==> src/rtl/syscall_unit.sv <==
// syscall_unit: services SPIM-style syscalls for a single-issue core.
// Holds the core in stall while a service runs; supports print_int (1),
// print_string (4), sbrk (9), exit (10) and print_char (11).
// Optional feature macro: SYSCALL_PRINT_INT_EN enables the print_int decimal
// converter; without it, code 1 is treated like any unknown service.
module syscall_unit #(
  parameter logic [31:0] HEAP_BASE = 32'h0000_0080
) (
  input  logic        clk,
  input  logic        reset,
  input  logic        sc_req,
  input  logic [31:0] v0,
  input  logic [31:0] a0,
  output logic        sc_stall,
  output logic        rf_we,
  output logic [31:0] rf_wdata,
  output logic        mem_rd,
  output logic [31:0] mem_addr,
  input  logic [31:0] mem_rdata,
  output logic        tx_valid,
  output logic [7:0]  tx_data,
  input  logic        tx_ready,
  output logic        halted,
  output logic [31:0] heap_ptr
);

  typedef enum logic [2:0] {IDLE, INT, STR_RD, STR_WT, STR_TX, CHAR, DONE, HALT} state_t;

  state_t      state, state_nxt;
  logic [31:0] arg;      // latched a0; doubles as the string pointer
  logic        is_sbrk;  // current service writes $v0 in DONE
  logic [7:0]  tx_byte;  // string byte being offered
  logic [7:0]  rd_byte;

  // Little-endian lane of the fetched word addressed by the string pointer.
  always_comb begin
    case (arg[1:0])
      2'd0:    rd_byte = mem_rdata[7:0];
      2'd1:    rd_byte = mem_rdata[15:8];
      2'd2:    rd_byte = mem_rdata[23:16];
      default: rd_byte = mem_rdata[31:24];
    endcase
  end

`ifdef SYSCALL_PRINT_INT_EN
  logic [31:0] mag;        // remaining magnitude still to be printed
  logic [3:0]  idx;        // decimal position being examined (9 = 10^9)
  logic        started;    // a non-zero digit has been emitted already
  logic        int_pend;   // int_byte is being offered on the console
  logic        int_last;   // int_byte is the units digit
  logic [7:0]  int_byte;
  logic [3:0]  digit;
  logic [31:0] digit_sub;
  logic [33:0] prod;
  logic        digit_emit;

  function automatic logic [33:0] pow10(input logic [3:0] i);
    case (i)
      4'd0:    pow10 = 34'd1;
      4'd1:    pow10 = 34'd10;
      4'd2:    pow10 = 34'd100;
      4'd3:    pow10 = 34'd1_000;
      4'd4:    pow10 = 34'd10_000;
      4'd5:    pow10 = 34'd100_000;
      4'd6:    pow10 = 34'd1_000_000;
      4'd7:    pow10 = 34'd10_000_000;
      4'd8:    pow10 = 34'd100_000_000;
      4'd9:    pow10 = 34'd1_000_000_000;
      default: pow10 = 34'd0;
    endcase
  endfunction

  // Current digit: the largest k with k*10^idx <= mag, found in one cycle.
  always_comb begin
    digit     = '0;
    digit_sub = '0;
    prod      = '0;
    for (int k = 1; k <= 9; k++) begin
      prod = 34'(k) * pow10(idx);
      if ({2'b00, mag} >= prod) begin
        digit     = 4'(k);
        digit_sub = prod[31:0];
      end
    end
  end

  // Leading zeros are suppressed, but the units digit always prints.
  assign digit_emit = (digit != 4'd0) || started || (idx == 4'd0);

  // Decimal conversion: optional sign first, then one digit per position.
  always_ff @(posedge clk) begin
    if (!reset) begin
      mag      <= '0;
      idx      <= '0;
      started  <= 1'b0;
      int_pend <= 1'b0;
      int_last <= 1'b0;
      int_byte <= '0;
    end else if (state == IDLE && sc_req) begin
      // Two's-complement negate also maps 0x8000_0000 to 2^31 unsigned.
      mag      <= a0[31] ? (~a0 + 32'd1) : a0;
      idx      <= 4'd9;
      started  <= 1'b0;
      int_pend <= a0[31];
      int_last <= 1'b0;
      int_byte <= 8'h2D;
    end else if (state == INT) begin
      if (int_pend) begin
        if (tx_ready) int_pend <= 1'b0;
      end else begin
        if (digit_emit) begin
          int_byte <= 8'h30 + {4'h0, digit};
          int_pend <= 1'b1;
          started  <= 1'b1;
          mag      <= mag - digit_sub;
          int_last <= (idx == 4'd0);
        end
        if (idx != 4'd0) idx <= idx - 4'd1;
      end
    end
  end
`endif

  // Next-state logic: dispatch on v0 in IDLE, then walk the chosen service.
  always_comb begin
    // NOTE: every signal written here gets a default first so no path leaves
    // it unassigned, which would otherwise infer a latch.
    state_nxt = state;
    case (state)
      IDLE: begin
        if (sc_req) begin
          case (v0)
            32'd4:   state_nxt = STR_RD;
            32'd10:  state_nxt = HALT;
            32'd11:  state_nxt = CHAR;
`ifdef SYSCALL_PRINT_INT_EN
            32'd1:   state_nxt = INT;
`endif
            default: state_nxt = DONE;
          endcase
        end
      end
`ifdef SYSCALL_PRINT_INT_EN
      INT:     if (int_pend && tx_ready && int_last) state_nxt = DONE;
`endif
      STR_RD:  state_nxt = STR_WT;
      STR_WT:  state_nxt = (rd_byte == 8'd0) ? DONE : STR_TX;
      STR_TX:  if (tx_ready) state_nxt = STR_RD;
      CHAR:    if (tx_ready) state_nxt = DONE;
      DONE:    state_nxt = IDLE;
      HALT:    state_nxt = HALT;
      default: state_nxt = IDLE;
    endcase
  end

  // Output decode: only the current state's outputs are non-zero.
  always_comb begin
    sc_stall = (sc_req && state != DONE) || (state == HALT);
    rf_we    = 1'b0;
    rf_wdata = '0;
    mem_rd   = 1'b0;
    mem_addr = '0;
    tx_valid = 1'b0;
    tx_data  = '0;
    halted   = 1'b0;
    case (state)
      DONE: begin
        if (is_sbrk) begin
          rf_we    = 1'b1;
          rf_wdata = heap_ptr;
        end
      end
      STR_RD: begin
        mem_rd   = 1'b1;
        mem_addr = {arg[31:2], 2'b00};
      end
      STR_TX: begin
        tx_valid = 1'b1;
        tx_data  = tx_byte;
      end
      CHAR: begin
        tx_valid = 1'b1;
        tx_data  = arg[7:0];
      end
`ifdef SYSCALL_PRINT_INT_EN
      INT: begin
        tx_valid = int_pend;
        tx_data  = int_pend ? int_byte : 8'h00;
      end
`endif
      HALT:    halted = 1'b1;
      default: ;
    endcase
  end

  // State register plus argument, string byte and heap bookkeeping.
  always_ff @(posedge clk) begin
    // NOTE: sequential state uses non-blocking assignments so every register
    // samples pre-edge values regardless of statement order.
    if (!reset) begin
      state    <= IDLE;
      heap_ptr <= HEAP_BASE;
      arg      <= '0;
      is_sbrk  <= 1'b0;
      tx_byte  <= '0;
    end else begin
      state <= state_nxt;
      case (state)
        IDLE: begin
          if (sc_req) begin
            arg     <= a0;
            is_sbrk <= (v0 == 32'd9);
          end
        end
        STR_WT: tx_byte <= rd_byte;
        STR_TX: if (tx_ready) arg <= arg + 32'd1;
        DONE:   if (is_sbrk) heap_ptr <= heap_ptr + ((arg + 32'd3) & ~32'd3);
        default: ;
      endcase
    end
  end

endmodule

==> config.mk <==
export PLATFORM = sky130hd
export DESIGN_NAME = syscall_unit
export DESIGN_NICKNAME = d
export VERILOG_FILES = /design/src/rtl/syscall_unit.sv
export SDC_FILE = /design/constraint.sdc
export NUM_CORES = 1
export LEC_CHECK = 0
export CAP_MARGIN = 20
export CORE_UTILIZATION = 31
export DETAILED_ROUTE_END_ITERATION = 10
export PLACE_DENSITY = 0.67
export SLEW_MARGIN = 10
export SYNTH_ARGS = -nofsm -noshare
export SYNTH_HDL_FRONTEND = slang
export SYNTH_SLANG_ARGS = --single-unit
==> constraint.sdc <==
create_clock -name clk -period 4.56 [get_ports clk]
set_input_delay 0.684 -clock clk [delete_from_list [all_inputs] [get_ports clk]]
set_output_delay 0.684 -clock clk [all_outputs]
set_load 0.01 [all_outputs]
==> run_1/final_clocks.png <==
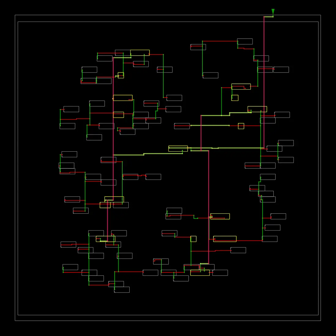
seq_cells: 74
Sink Count: 74

==> run_1/pdn.png <==
Pins as bars on the die edge.
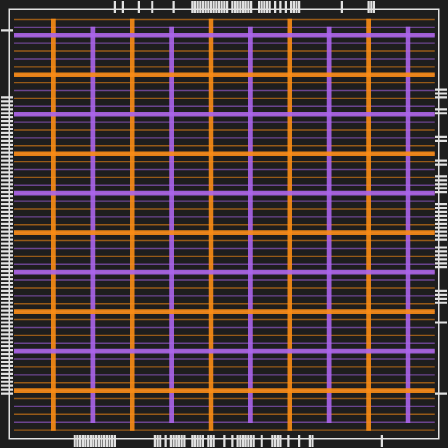
purple -> VDD
orange -> VSS
met1 rails = 53
met5 straps = 10
Die Height: 147.4 µm
Max VDD drop: 0.1730 mV
core area: 20490 µm²
die width: 147.4 µm

==> run_1/gate_families.png <==
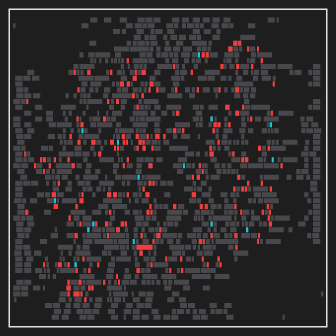
red -> NAND gates  # cells 183, most used nand2_1
cyan -> inverters  # cells 15, most used inv_1
most numerous logic cell after layout: clkdlybuf4s50_1
Layout Cells excl Fill: 1374
Comb area share: 52.18%

==> run_1/met1.png <==
Supply wires on this layer in grey.
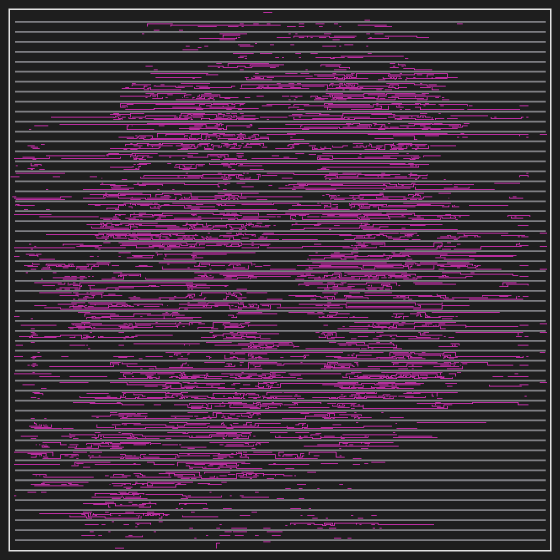
longest straight run = 46.0 µm
main direction = horizontal
final wirelength: 23300 µm
DR vias: 7501
M1 GR Usage: 28.15%

==> results_dict.tcl, run 1 <==
# collected from the flow reports
set metrics [dict create \
    dr.pass1.iters 5 \
    yosysChipArea_um2 6555 \
    utilization_pct 44.51 \
    seq_area_frac_synth_pct 22.60 \
    status "complete, no violations" \
    initial_utilization_pct 31.98 \
    setup-tns-final_ps 0 \
    r2r_setup_slack_ps 480 \
    setup_ws_ps 478.4 \
    tool_warnings 31 \
    hold_start "tx_byte[3]$_SDFFE_PN0P_" \
    h-tree-depth 3 \
    drcViolationCount 0 \
    nets 1235 \
    cp_num_cells 13 \
    dpl_cell_area_um2 8796 \
    syn_inst 929 \
    topCellsByArea "dfxtp_1 (23%), a21oi_1 (7.0%), ha_1 (6.7%), nand2_1 (6.4%), and2_1 (6.3%)" \
    period_used_pct 89.51 \
    top_area_share_pct 22.60 \
    stdcell_area_um2 9121 \
    clock_skew_ps 7.863 \
    synth.avg_cell_area_um2 7.056 \
    worst_pin_slew_ps 884.0 \
    total_power_uw 3450 \
    dr.first_iter.drc_count 603 \
    critical_path.top_delay_family "simple AND/OR/NAND/NOR gates" \
    cp-endpoint "heap_ptr[25]$_SDFFE_PN0P_" \
    holdPathEnd "tx_byte[3]$_SDFFE_PN0P_" \
    synth-simple-area-share_pct 30.16 \
    gr-total-overflow 0 \
    max_freq_ghz 0.2450 \
    lay_top_cells "clkdlybuf4s50_1 (202), nand2_1 (112), a21oi_1 (92), nor2_1 (78), dfxtp_1 (74)" \
    worst_setup_path_start_kind "register" \
    syn-cell-area_um2 6555 \
    ant_nets 0 \
    grt_antenna_before_repair 0 \
    cts_tree "yes" \
    ys_ff 74 \
    antenna_cells 0 \
    topCombFamilyByArea "simple AND/OR/NAND/NOR gates" \
    p_per_area_nw_per_um2 378.2 \
    rows 52 \
    cts_resized 0 \
    reg2regPathDepth 13 \
    critPathCaptureType "register" \
    cts_made_buffers 9 \
    drive_gt1_share_pct 4.710 \
    cp_num_buf_inv 1 \
    compound_area_share_pct 26.99 \
    cp_max_fo 11 \
    cp_data_required_time_ps 4810 \
    hold_viol_final 0 \
    cp_cell_sequence "inv_1, ha_1, nor3_2, nand2_1, nor3_1, xor2_1, ha_1, a21oi_1, o21ai_0, nor3_1, a21boi_1, or4_1, a32o_1" \
    place_ws_ps 409.7 \
    rr_startpoint "arg[0]$_SDFFE_PN0P_" \
    yosys_cells 929 \
    yosys_warnings 0 \
    slew_viol_final 0 \
    ys_async_sr_fraction_pct 0 \
    finalCriticalPeriod_ps 4082 \
    hold_depth 2 \
    grt_max_degree 48 \
    ys_sh_xor_pct 6.146 \
    ios 209 \
    r2r-end "heap_ptr[25]$_SDFFE_PN0P_" \
    critPathSlowestCell "dfxtp_1" \
    placed_cells 1358 \
    cap_violations 0 \
    clock-root-buffer "clkbuf_16" \
    holdWs_ps 457.4 \
    crit_start "arg[0]$_SDFFE_PN0P_" \
    slowest_delay_ps 540 \
    post_drt_wl_per_cell_um 16.95 \
    chipArea_um2 21730 \
    muxShareOfSynthArea_pct 1.699 \
    fa_ha_area_share_pct 6.986 \
    critPathKind "register to register" \
    flop_cell "dfxtp_1" \
    power.leakage_uw 0.003261 \
    grt_pass1_vias 7013 \
    ctsHoldBuffers 0 \
    syn_to_final_growth_pct 39.15 \
    post-synth-top-area-cell "dfxtp_1" \
    rsz0062_at_grt "no" \
    finalSetupViolCount 0 \
]
-- run 1: sequential cells by signal, summed over array words and instances (netlist names) --
signal / cells
state: 3
arg: 32
is_sbrk: 1
heap_ptr: 30
tx_byte: 8
-- run 1: where the power goes --
part	internal, µW	total [µW]	switching [µW]
combinational	688	1620	932
sequential	781	1060	275
clock	456	774	318
-- run 1: worst register-to-register path, cell delays in order (launching register included) --
cell	delay (ps)
dfxtp_1	540
inv_1	140
ha_1	310
nor3_2	310
nand2_1	240
nor3_1	280
xor2_1	200
ha_1	330
a21oi_1	230
o21ai_0	150
nor3_1	290
a21boi_1	180
or4_1	520
a32o_1	250
-- run 1: final cells by class --
cell class | instances | area [µm²] | area share [%]
clock inverters | 5 | 61.31 | 0.6722
repair buffers | 222 | 2172 | 23.81
flip-flops and latches | 74 | 1481 | 16.24
inverters | 15 | 56.30 | 0.6173
multi-input cells | 777 | 4760 | 52.18
clock buffers | 11 | 252.7 | 2.771
well taps | 270 | 337.8 | 3.704
-- run 1: routing by layer --
metal	wire length, µm	GRT usage [%]	share of wire [%]
met2	10900	35.59	47
met5	0	0	0
met3	1240	3.272	5.3
met1	10630	28.15	46
met4	529	7.938	2.3
-- run 1: cell usage after synthesis (14+ instances only) --
| library cell | number |
|---|---|
| o21ai_1 | 16 |
| nand2_1 | 112 |
| ha_1 | 35 |
| nor2_1 | 78 |
| nor3_1 | 16 |
| and2_1 | 66 |
| o21ai_0 | 56 |
| xnor2_1 | 30 |
| buf_2 | 14 |
| nand3_1 | 44 |
| a211oi_1 | 22 |
| a21oi_1 | 92 |
| nand4_1 | 18 |
| clkbuf_1 | 44 |
| xor2_1 | 16 |
| inv_1 | 14 |
| dfxtp_1 | 74 |
| a21o_1 | 14 |
==> run_1/registers.png <==
Other sequential cells in the stronger grey, the rest of the logic in the fainter grey.
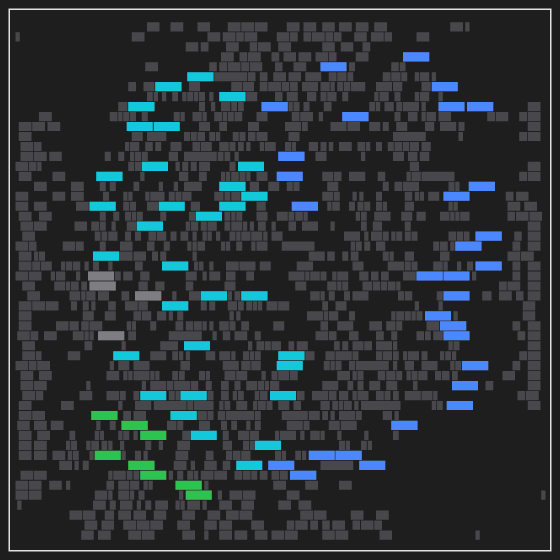

==> run 1 -> run 2 <==
clock period = 4.6 ns   (was 4.56 ns; I/O delays follow)
==> run_2/registers.png <==
Other sequential cells in the stronger grey, the rest of the logic in the fainter grey.
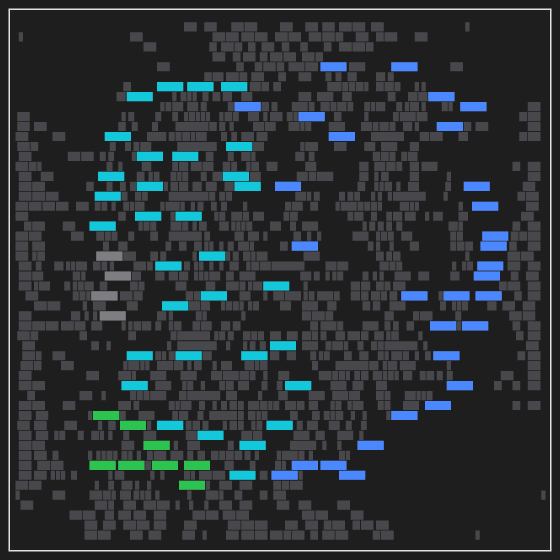
blue -> heap_ptr  # placed flops 30
cyan -> arg  # placed flops 32
green -> tx_byte  # placed flops 8, where bottom left
Sequential Area: 1481 µm²
Seq area share: 16.24%

==> run 2 against run 1 <==
Net effect:
- total power increased by 1.1%
- register-to-register slack worse by 90 ps
- routed wire length grew 1.7%
- critical path depth grew 1
- worst setup slack got worse by 95 ps
- synthesized cell count stayed put
- non-clock buffer count is 3 lower
- via count is 0.93% higher
- cell area is essentially flat
- combinational power shrank 4%
- sequential cell count unchanged
- critical path type unchanged
- critical endpoint unchanged
- largest power group unchanged
==> results_dict.tcl, run 2 <==
# collected from the flow reports
set metrics [dict create \
    gr-total-overflow 0 \
    critical_path.top_delay_family "simple AND/OR/NAND/NOR gates" \
    ios 209 \
    irDropWorstVdd_mv 0.1874 \
    drive_gt1_share_pct 4.269 \
    cp_max_fo 11 \
    yosys_warnings 0 \
    ant_nets 0 \
    layout_top_cell "clkdlybuf4s50_1" \
    finalCriticalPeriod_ps 4217 \
    core_um2 20490 \
    worst_setup_path_start_kind "register" \
    ys_async_sr_fraction_pct 0 \
    slowest_delay_ps 530 \
    status "complete, no violations" \
    yosysChipArea_um2 6555 \
    grt_antenna_before_repair 0 \
    cts_tree "yes" \
    dr.first_iter.drc_count 756 \
    period_used_pct 91.66 \
    hold_start "tx_byte[6]$_SDFFE_PN0P_" \
    fa_ha_area_share_pct 6.986 \
    cap_violations 0 \
    critPathKind "register to register" \
    cts_made_buffers 9 \
    topCellsByArea "dfxtp_1 (23%), a21oi_1 (7.0%), ha_1 (6.7%), nand2_1 (6.4%), and2_1 (6.3%)" \
    topCombFamilyByArea "simple AND/OR/NAND/NOR gates" \
    yosys_cells 929 \
    hold_depth 2 \
    syn_inst 929 \
    compound_area_share_pct 26.99 \
    grt_pass1_vias 7111 \
    flop_cell "dfxtp_1" \
    worst_pin_slew_ps 883.9 \
    clock-root-buffer "clkbuf_16" \
    die_width_um 147.4 \
    detailroute.via_count 7571 \
    max_freq_ghz 0.2372 \
    slew_viol_final 0 \
    muxShareOfSynthArea_pct 1.699 \
    dr.pass1.iters 6 \
    cts_resized 0 \
    tool_warnings 31 \
    post_drt_wl_per_cell_um 17.28 \
    clock_skew_ps 6.828 \
    reg_top3 "arg x32, heap_ptr x30, tx_byte x8" \
    r2r_setup_slack_ps 380 \
    syn_to_final_growth_pct 39.17 \
    cp-endpoint "heap_ptr[25]$_SDFFE_PN0P_" \
    cp_cell_sequence "inv_1, ha_1, nor3_1, nand2_1, nor2_1, xnor2_1, ha_1, a21oi_2, o221ai_1, a21oi_1, nor3_1, a21boi_1, or4_1, a32o_1" \
    ys_sh_xor_pct 6.146 \
    cp_num_cells 14 \
    p_per_area_nw_per_um2 382.5 \
    clock_sinks 74 \
    critPathCaptureType "register" \
    lay_top_cells "clkdlybuf4s50_1 (202), nand2_1 (112), a21oi_1 (92), nor2_1 (78), dfxtp_1 (74)" \
    chipArea_um2 21730 \
    h-tree-depth 3 \
    synth.avg_cell_area_um2 7.056 \
    die.size.y_um 147.4 \
    synth-simple-area-share_pct 30.16 \
    rsz0062_at_grt "no" \
    rr_startpoint "arg[0]$_SDFFE_PN0P_" \
    power.leakage_uw 0.003268 \
    post-synth-top-area-cell "dfxtp_1" \
    top_area_share_pct 22.60 \
    syn-cell-area_um2 6555 \
    combGateArea_um2 4748 \
    r2r-end "heap_ptr[25]$_SDFFE_PN0P_" \
    reg2regPathDepth 14 \
    ys_ff 74 \
    crit_start "arg[0]$_SDFFE_PN0P_" \
    seq_area_frac_synth_pct 22.60 \
    antenna_cells 0 \
    stdcell_area_um2 9123 \
    nets 1232 \
    top_register "arg" \
    cp_data_required_time_ps 4840 \
    most_common_cell "nand2_1" \
    synth.top_cells.by_count "nand2_1 (112), a21oi_1 (92), nor2_1 (78), dfxtp_1 (74), and2_1 (66)" \
    finalSetupViolCount 0 \
    hold_viol_final 0 \
    initial_utilization_pct 31.98 \
    setup-tns-final_ps 0 \
    cp_num_buf_inv 1 \
    ctsHoldBuffers 0 \
    grt_max_degree 32 \
    relSlewSlack_pct 40.86 \
    dpl_cell_area_um2 8773 \
]
## run 2: netlist changes by cell type in the layout (fill, tap and decap cells not counted)
cell	previous run	this run
buf_4	20	17
bufinv_16	1	3
clkbuf_8	2	0
clkinvlp_4	3	1
inv_6	1	3
nor3_1	14	15
nor3_2	3	2
o2111ai_1	5	6
o2111ai_2	1	0
## run 2: cells by family (layout without fill, tap and decap cells)
kind of cell	after synthesis	in the layout
AND/OR/NAND/NOR	395	395
multiplexers	11	11
AND-OR/OR-AND	283	283
buffers and inverters	83	250
flip-flops	74	74
other	1	6
adder cells (fa/ha/maj)	36	36
XOR/XNOR	46	46
## run 2: through the flow
stage                     util, %  cells  hold slack (ps)  setup slack [ps]  power (µW)
after floorplan                 -    934            431.2             859.4        2080
after global placement      42.81   1355            439.5             588.3        2616
after detailed placement    42.81   1355            452.6             454.5        2618
after CTS                   44.51   1371            460.5             428.4        3479
after global routing        44.51   1371            473.3             21.10        3714
final                       44.51   1371            459.2             383.5        3489
## run 2: cell type report
type,count,area share [%]
timing repair buffer,219,23.56
tap,270,3.703
clock buffer,9,2.469
inverter,15,0.6172
clock inverter,7,1.358
sequential,74,16.24
multi-input combinational,777,52.05
## run 2: power breakdown
group	internal [µW]	total, µW	switching, µW
Sequential	774	1080	307
Combinational	663	1550	883
Clock	536	862	326
Total	1970	3490	1520
## run 2: layer usage
metal  up-vias  part of all wire (%)  track usage, %
met1      3508                    45           29.10
met3        31                   6.7           3.735
met5         -                     0               0
met2       332                    47           36.04
li1       3700                     -               -
met4         0                   1.8           6.289
Power and IR drop assume default switching activity.
